[config.mk]
export PLATFORM = sky130hd
export DESIGN_NAME = mvb_manchester_rx
export DESIGN_NICKNAME = d
export VERILOG_FILES = /design/src/rtl/mvb_pkg.sv /design/src/rtl/mvb_rx_sampler.sv /design/src/rtl/mvb_manchester_rx.sv
export SDC_FILE = /design/constraint.sdc
export NUM_CORES = 1
export LEC_CHECK = 0
export CORE_MARGIN = 1
export CORE_UTILIZATION = 48
export DETAILED_ROUTE_END_ITERATION = 8
export PLACE_DENSITY = 0.69
export SLEW_MARGIN = 10
export SYNTH_ARGS = -nofsm -noshare
export SYNTH_HDL_FRONTEND = slang
export SYNTH_HIERARCHICAL = 1
export SYNTH_SLANG_ARGS = --single-unit
[constraint.sdc]
create_clock -name clk_24M -period 6.07 [get_ports clk_24M]
set_clock_uncertainty 0.1 [all_clocks]
set_input_delay 0.607 -clock clk_24M [delete_from_list [all_inputs] [get_ports clk_24M]]
set_output_delay 0.607 -clock clk_24M [all_outputs]
set_load 0.02 [all_outputs]
[src/rtl/mvb_pkg.sv]
// Shared constants and types for the MVB Manchester receive path.
// Latency: n/a (declarations only).
// Backpressure: n/a.
package mvb_pkg;

  localparam int HALF_BIT_DEF = 8;
  localparam int MAX_WORDS_DEF = 16;

  // Start delimiters, one sample per half-bit, first sample in the MSB.
  localparam logic [15:0] MASTER_DELIM_DEF = 16'hB1C5;
  localparam logic [15:0] SLAVE_DELIM_DEF  = 16'hA8E3;

  // Half-bit pair encodings as {first half, second half}.
  localparam logic [1:0] SYM_ONE  = 2'b10;
  localparam logic [1:0] SYM_ZERO = 2'b01;
  localparam logic [1:0] SYM_NH   = 2'b11;
  localparam logic [1:0] SYM_NL   = 2'b00;

  typedef enum logic [1:0] {
    ERR_NONE  = 2'd0,
    ERR_VIOL  = 2'd1,
    ERR_OVF   = 2'd2,
    ERR_EMPTY = 2'd3
  } err_code_t;

  typedef enum logic {
    IDLE = 1'b0,
    DATA = 1'b1
  } state_t;

  // A pair carries a data bit only if its two halves differ.
  function automatic logic is_data_sym(input logic [1:0] pair);
    return (pair == SYM_ONE) || (pair == SYM_ZERO);
  endfunction

endpackage

[src/rtl/mvb_rx_sampler.sv]
// Synchronizes the raw line and emits one mid-half-bit sample per half-bit.
// Latency: 2 sync stages; sample taken HALF_BIT/2+1 cycles after an edge.
// Backpressure: none; sample_stb is a free-running strobe.
module mvb_rx_sampler import mvb_pkg::*; #(
  parameter int HALF_BIT = HALF_BIT_DEF
) (
  input  logic clk_24M,
  input  logic rst,
  input  logic line_in,
  output logic sample_stb,
  output logic sample_bit
);

  localparam int CW = (HALF_BIT > 1) ? $clog2(HALF_BIT) : 1;

  logic          sync1;
  logic          sync2;
  logic          prev;
  logic          line_edge;
  logic [CW-1:0] cnt;

  // Two-flop synchronizer plus one delayed copy for edge detection.
  always_ff @(posedge clk_24M or negedge rst) begin
    if (!rst) begin
      sync1 <= 1'b0;
      sync2 <= 1'b0;
      prev  <= 1'b0;
    end else begin
      sync1 <= line_in;
      sync2 <= sync1;
      prev  <= sync2;
    end
  end

  assign line_edge = sync2 ^ prev;

  // Half-bit phase counter: realigns on every edge, free-runs between edges
  // so flat stretches of line still produce one sample per half-bit.
  always_ff @(posedge clk_24M or negedge rst) begin
    if (!rst) begin
      cnt <= '0;
    end else if (line_edge) begin
      cnt <= '0;
    end else if (cnt == CW'(HALF_BIT - 1)) begin
      cnt <= '0;
    end else begin
      cnt <= cnt + 1'b1;
    end
  end

  assign sample_stb = (cnt == CW'(HALF_BIT / 2));
  assign sample_bit = sync2;

endmodule

[src/rtl/mvb_manchester_rx.sv]
// MVB receive front end: delimiter detection and MSB-first Manchester word decode.
// Latency: strobes one cycle after the deciding sample; samples trail the line by ~7 cycles.
// Backpressure: none; word_valid is a one-cycle strobe and must be taken when seen.
module mvb_manchester_rx import mvb_pkg::*; #(
  parameter int          HALF_BIT     = HALF_BIT_DEF,
  parameter logic [15:0] MASTER_DELIM = MASTER_DELIM_DEF,
  parameter logic [15:0] SLAVE_DELIM  = SLAVE_DELIM_DEF,
  parameter int          MAX_WORDS    = MAX_WORDS_DEF
) (
  input  logic        clk_24M,
  input  logic        rst,
  input  logic        rx_en,
  input  logic        line_in,
  output logic [15:0] word_data,
  output logic        word_valid,
  output logic        frame_start,
  output logic        frame_type,
  output logic [6:0]  word_count,
  output logic        decode_frame_over,
  output logic        frame_err,
  output logic [1:0]  err_code
);

  logic        sample_stb;
  logic        sample_bit;

  state_t      state;
  state_t      state_nxt;
  logic [15:0] history;
  logic        half_sel;
  logic        first_half;
  logic [3:0]  bit_idx;
  logic [15:0] shreg;

  logic [1:0]  pair;
  logic        pair_done;
  logic [15:0] word_nxt;

  logic        do_start;
  logic        do_emit;
  logic        do_over;
  logic        do_err;
  err_code_t   err_val;

  mvb_rx_sampler #(.HALF_BIT(HALF_BIT)) u_sampler (
    .clk_24M    (clk_24M),
    .rst        (rst),
    .line_in    (line_in),
    .sample_stb (sample_stb),
    .sample_bit (sample_bit)
  );

  assign pair      = {first_half, sample_bit};
  assign pair_done = sample_stb && half_sel;
  assign word_nxt  = {shreg[14:0], (pair == SYM_ONE)};

  // FSM state register.
  always_ff @(posedge clk_24M or negedge rst) begin
    if (!rst) begin
      state <= IDLE;
    end else begin
      state <= state_nxt;
    end
  end

  // Next state and one-cycle decisions for the output strobes.
  always_comb begin
    state_nxt = state;
    do_start  = 1'b0;
    do_emit   = 1'b0;
    do_over   = 1'b0;
    do_err    = 1'b0;
    err_val   = ERR_NONE;
    case (state)
      IDLE: begin
        if (rx_en && (history == MASTER_DELIM || history == SLAVE_DELIM)) begin
          do_start  = 1'b1;
          state_nxt = DATA;
        end
      end
      DATA: begin
        if (!rx_en) begin
          state_nxt = IDLE;
        end else if (pair_done) begin
          if (is_data_sym(pair)) begin
            if (bit_idx == 4'd15) begin
              if (word_count == 7'(MAX_WORDS)) begin
                do_err    = 1'b1;
                err_val   = ERR_OVF;
                state_nxt = IDLE;
              end else begin
                do_emit = 1'b1;
              end
            end
          end else begin
            // A non-data pair on a word boundary is the frame end marker.
            if (bit_idx != 4'd0) begin
              do_err  = 1'b1;
              err_val = ERR_VIOL;
            end else if (word_count != 7'd0) begin
              do_over = 1'b1;
            end else begin
              do_err  = 1'b1;
              err_val = ERR_EMPTY;
            end
            state_nxt = IDLE;
          end
        end
      end
      default: state_nxt = IDLE;
    endcase
  end

  // Registered frame outputs and status held between frames.
  always_ff @(posedge clk_24M or negedge rst) begin
    if (!rst) begin
      frame_start       <= 1'b0;
      word_valid        <= 1'b0;
      decode_frame_over <= 1'b0;
      frame_err         <= 1'b0;
      frame_type        <= 1'b0;
      word_data         <= '0;
      word_count        <= '0;
      err_code          <= ERR_NONE;
    end else begin
      frame_start       <= do_start;
      word_valid        <= do_emit;
      decode_frame_over <= do_over;
      frame_err         <= do_err;
      if (do_start) begin
        frame_type <= (history == SLAVE_DELIM);
        word_count <= '0;
        err_code   <= ERR_NONE;
      end
      if (do_err) begin
        err_code <= err_val;
      end
      if (do_emit) begin
        word_data  <= word_nxt;
        word_count <= word_count + 7'd1;
      end
    end
  end

  // Delimiter history shifts only while idle; held clear during a frame so the
  // tail of a frame can never complete a delimiter after returning to IDLE.
  always_ff @(posedge clk_24M or negedge rst) begin
    if (!rst) begin
      history <= '0;
    end else if (state == DATA) begin
      history <= '0;
    end else if (sample_stb) begin
      history <= {history[14:0], sample_bit};
    end
  end

  // Pair assembly and word deserializer, restarted at every frame start.
  always_ff @(posedge clk_24M or negedge rst) begin
    if (!rst) begin
      half_sel   <= 1'b0;
      first_half <= 1'b0;
      bit_idx    <= '0;
      shreg      <= '0;
    end else if (do_start) begin
      half_sel   <= 1'b0;
      first_half <= 1'b0;
      bit_idx    <= '0;
      shreg      <= '0;
    end else if (state == DATA && rx_en && sample_stb) begin
      if (!half_sel) begin
        first_half <= sample_bit;
        half_sel   <= 1'b1;
      end else begin
        half_sel <= 1'b0;
        if (is_data_sym(pair)) begin
          shreg   <= word_nxt;
          bit_idx <= bit_idx + 4'd1;
        end
      end
    end
  end

endmodule

==> images/placement_by_type.png <==
Scale: 3 px per micron.
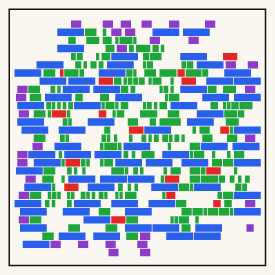
Key: other buffers and delay cells = purple [cells 33]; combinational and other logic = green [cells 203]; flops = blue [cells 74]; clock drivers and dummy loads = red [cells 16]

==> images/clk_routes.png <==
Scale: 6 px per micron.
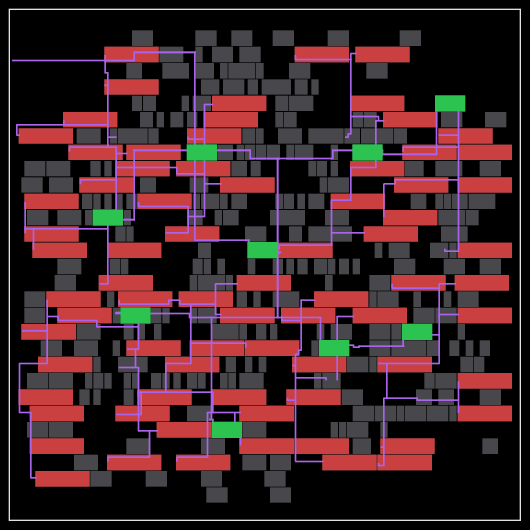
Key: clock wires = purple [length 897 microns]; clock drivers = green [count 9]; flip-flops = red [count 74]
There are 10 routed clock nets. Position of the flops: widely spread.

==> final cells by class <==
| cell class | instances | area, sq um |
|---|---|---|
| clock inverters | 5 | 40.0 |
| clock buffers | 11 | 141 |
| flip-flops and latches | 74 | 1850 |
| multi-input cells | 195 | 1340 |
| inverters | 8 | 30.0 |
| fillers | 550 | 2670 |
| well taps | 77 | 96.3 |
| repair buffers | 33 | 328 |
==> metal layers <==
layer / part of all wire / global-route usage / vias to the layer above
met3: 0.036 / 0.0603 / 9
met2: 0.46 / 0.276 / 26
met1: 0.49 / 0.221 / 1047
li1: - / - / 1041
met4: 0.015 / 0.0601 / 0
met5: 0 / 0 / -
==> notes.md <==
run metrics: post-synth tally of flip-flops with integrated enable 0, antenna violations before repair 0, power spent charging and discharging nets 229 uW, Commonest flop sky130_fd_sc_hd__dfrtp_1, final antenna-violating net count 0, Compound Share, Synth 0.0735, number of stages on the worst hold path 0, worst-case register-to-register setup slack roughly 2.4 ns, total of cells resized after clock tree synthesis 0, final cell count without fillers around 400, clock buffers created by TritonCTS 9, depth of the worst register-to-register path 8, area growth from synthesis to layout 16.0%, die extent in y 84.9 microns, buffers plus inverters on the worst setup path 1, ratio of final minimum period to clock period 0.601, Flop+latch power roughly 520 uW, via-per-instance ratio 5.27, startpoint of the most critical register-to-register path u_sampler/cnt[0], top cells by area in the synthesized netlist sky130_fd_sc_hd__dfrtp_1 (56%), sky130_fd_sc_hd__mux2_1 (5.5%), sky130_fd_sc_hd__mux2i_1 (4.9%), power per cell area 239 nW/um^2, mux share of post-synthesis cell area 0.111, result of the run completed, final number of setup-violating endpoints 0, total clock sinks 74, I/O pin count 34, yosys cell count slightly below 300, Port Buf Inserts 33, dpl hpwl around 3600 microns, critical path fanouts, max 21, Crit-path slowest cell sky130_fd_sc_hd__and2_1, Pint just under 700 uW, worst IR drop on VDD 140 uV, final design instance area without fill ~3800 sq um, commonest cells in the netlist sky130_fd_sc_hd__dfrtp_1 (74), sky130_fd_sc_hd__nand2_1 (41), sky130_fd_sc_hd__nor2_1 (28), sky130_fd_sc_hd__a21oi_1 (24), most common cell after layout, fill and taps aside sky130_fd_sc_hd__dfrtp_1, 1st-pass router iterations 6, largest registers ranked by flip-flop count history x16, word_data x16, shreg x15, destination of the worst hold path u_sampler/sample_bit, overall routing resource usage 0.173, Flop pwr share 0.573, number of H-tree levels 3, clock group total power around 350 uW, kind of end point of the critical path register, routed wire length 5610 microns, Final Wtd Congestion roughly 0.75, setup slack at placement 2.35 ns, crit-path max cell delay approximately 0.86 ns, Crit path max-delay family simple AND/OR/NAND/NOR gates, ordered cell list for the critical path inv_1, ha_1, and2_1, nand2_8, nor3_4, nand3_2, nor2b_4, mux2_2, area share of the largest cell type after synthesis 0.561, Synth Warn # 6, vias after detailed routing 2,123, Hold Vio Cnt, Final 0, Largest Pwr Group sequential cells, setup repair after global routing missed its margin false, clock slew at the register clock pins of the worst setup and hold paths roughly 0.08 ns, final number of max-transition violations 0, Final WS setup roughly 2.4 ns, grt total ovfl 0
Power figures rest on the tool's default switching activity, not on a simulated workload.
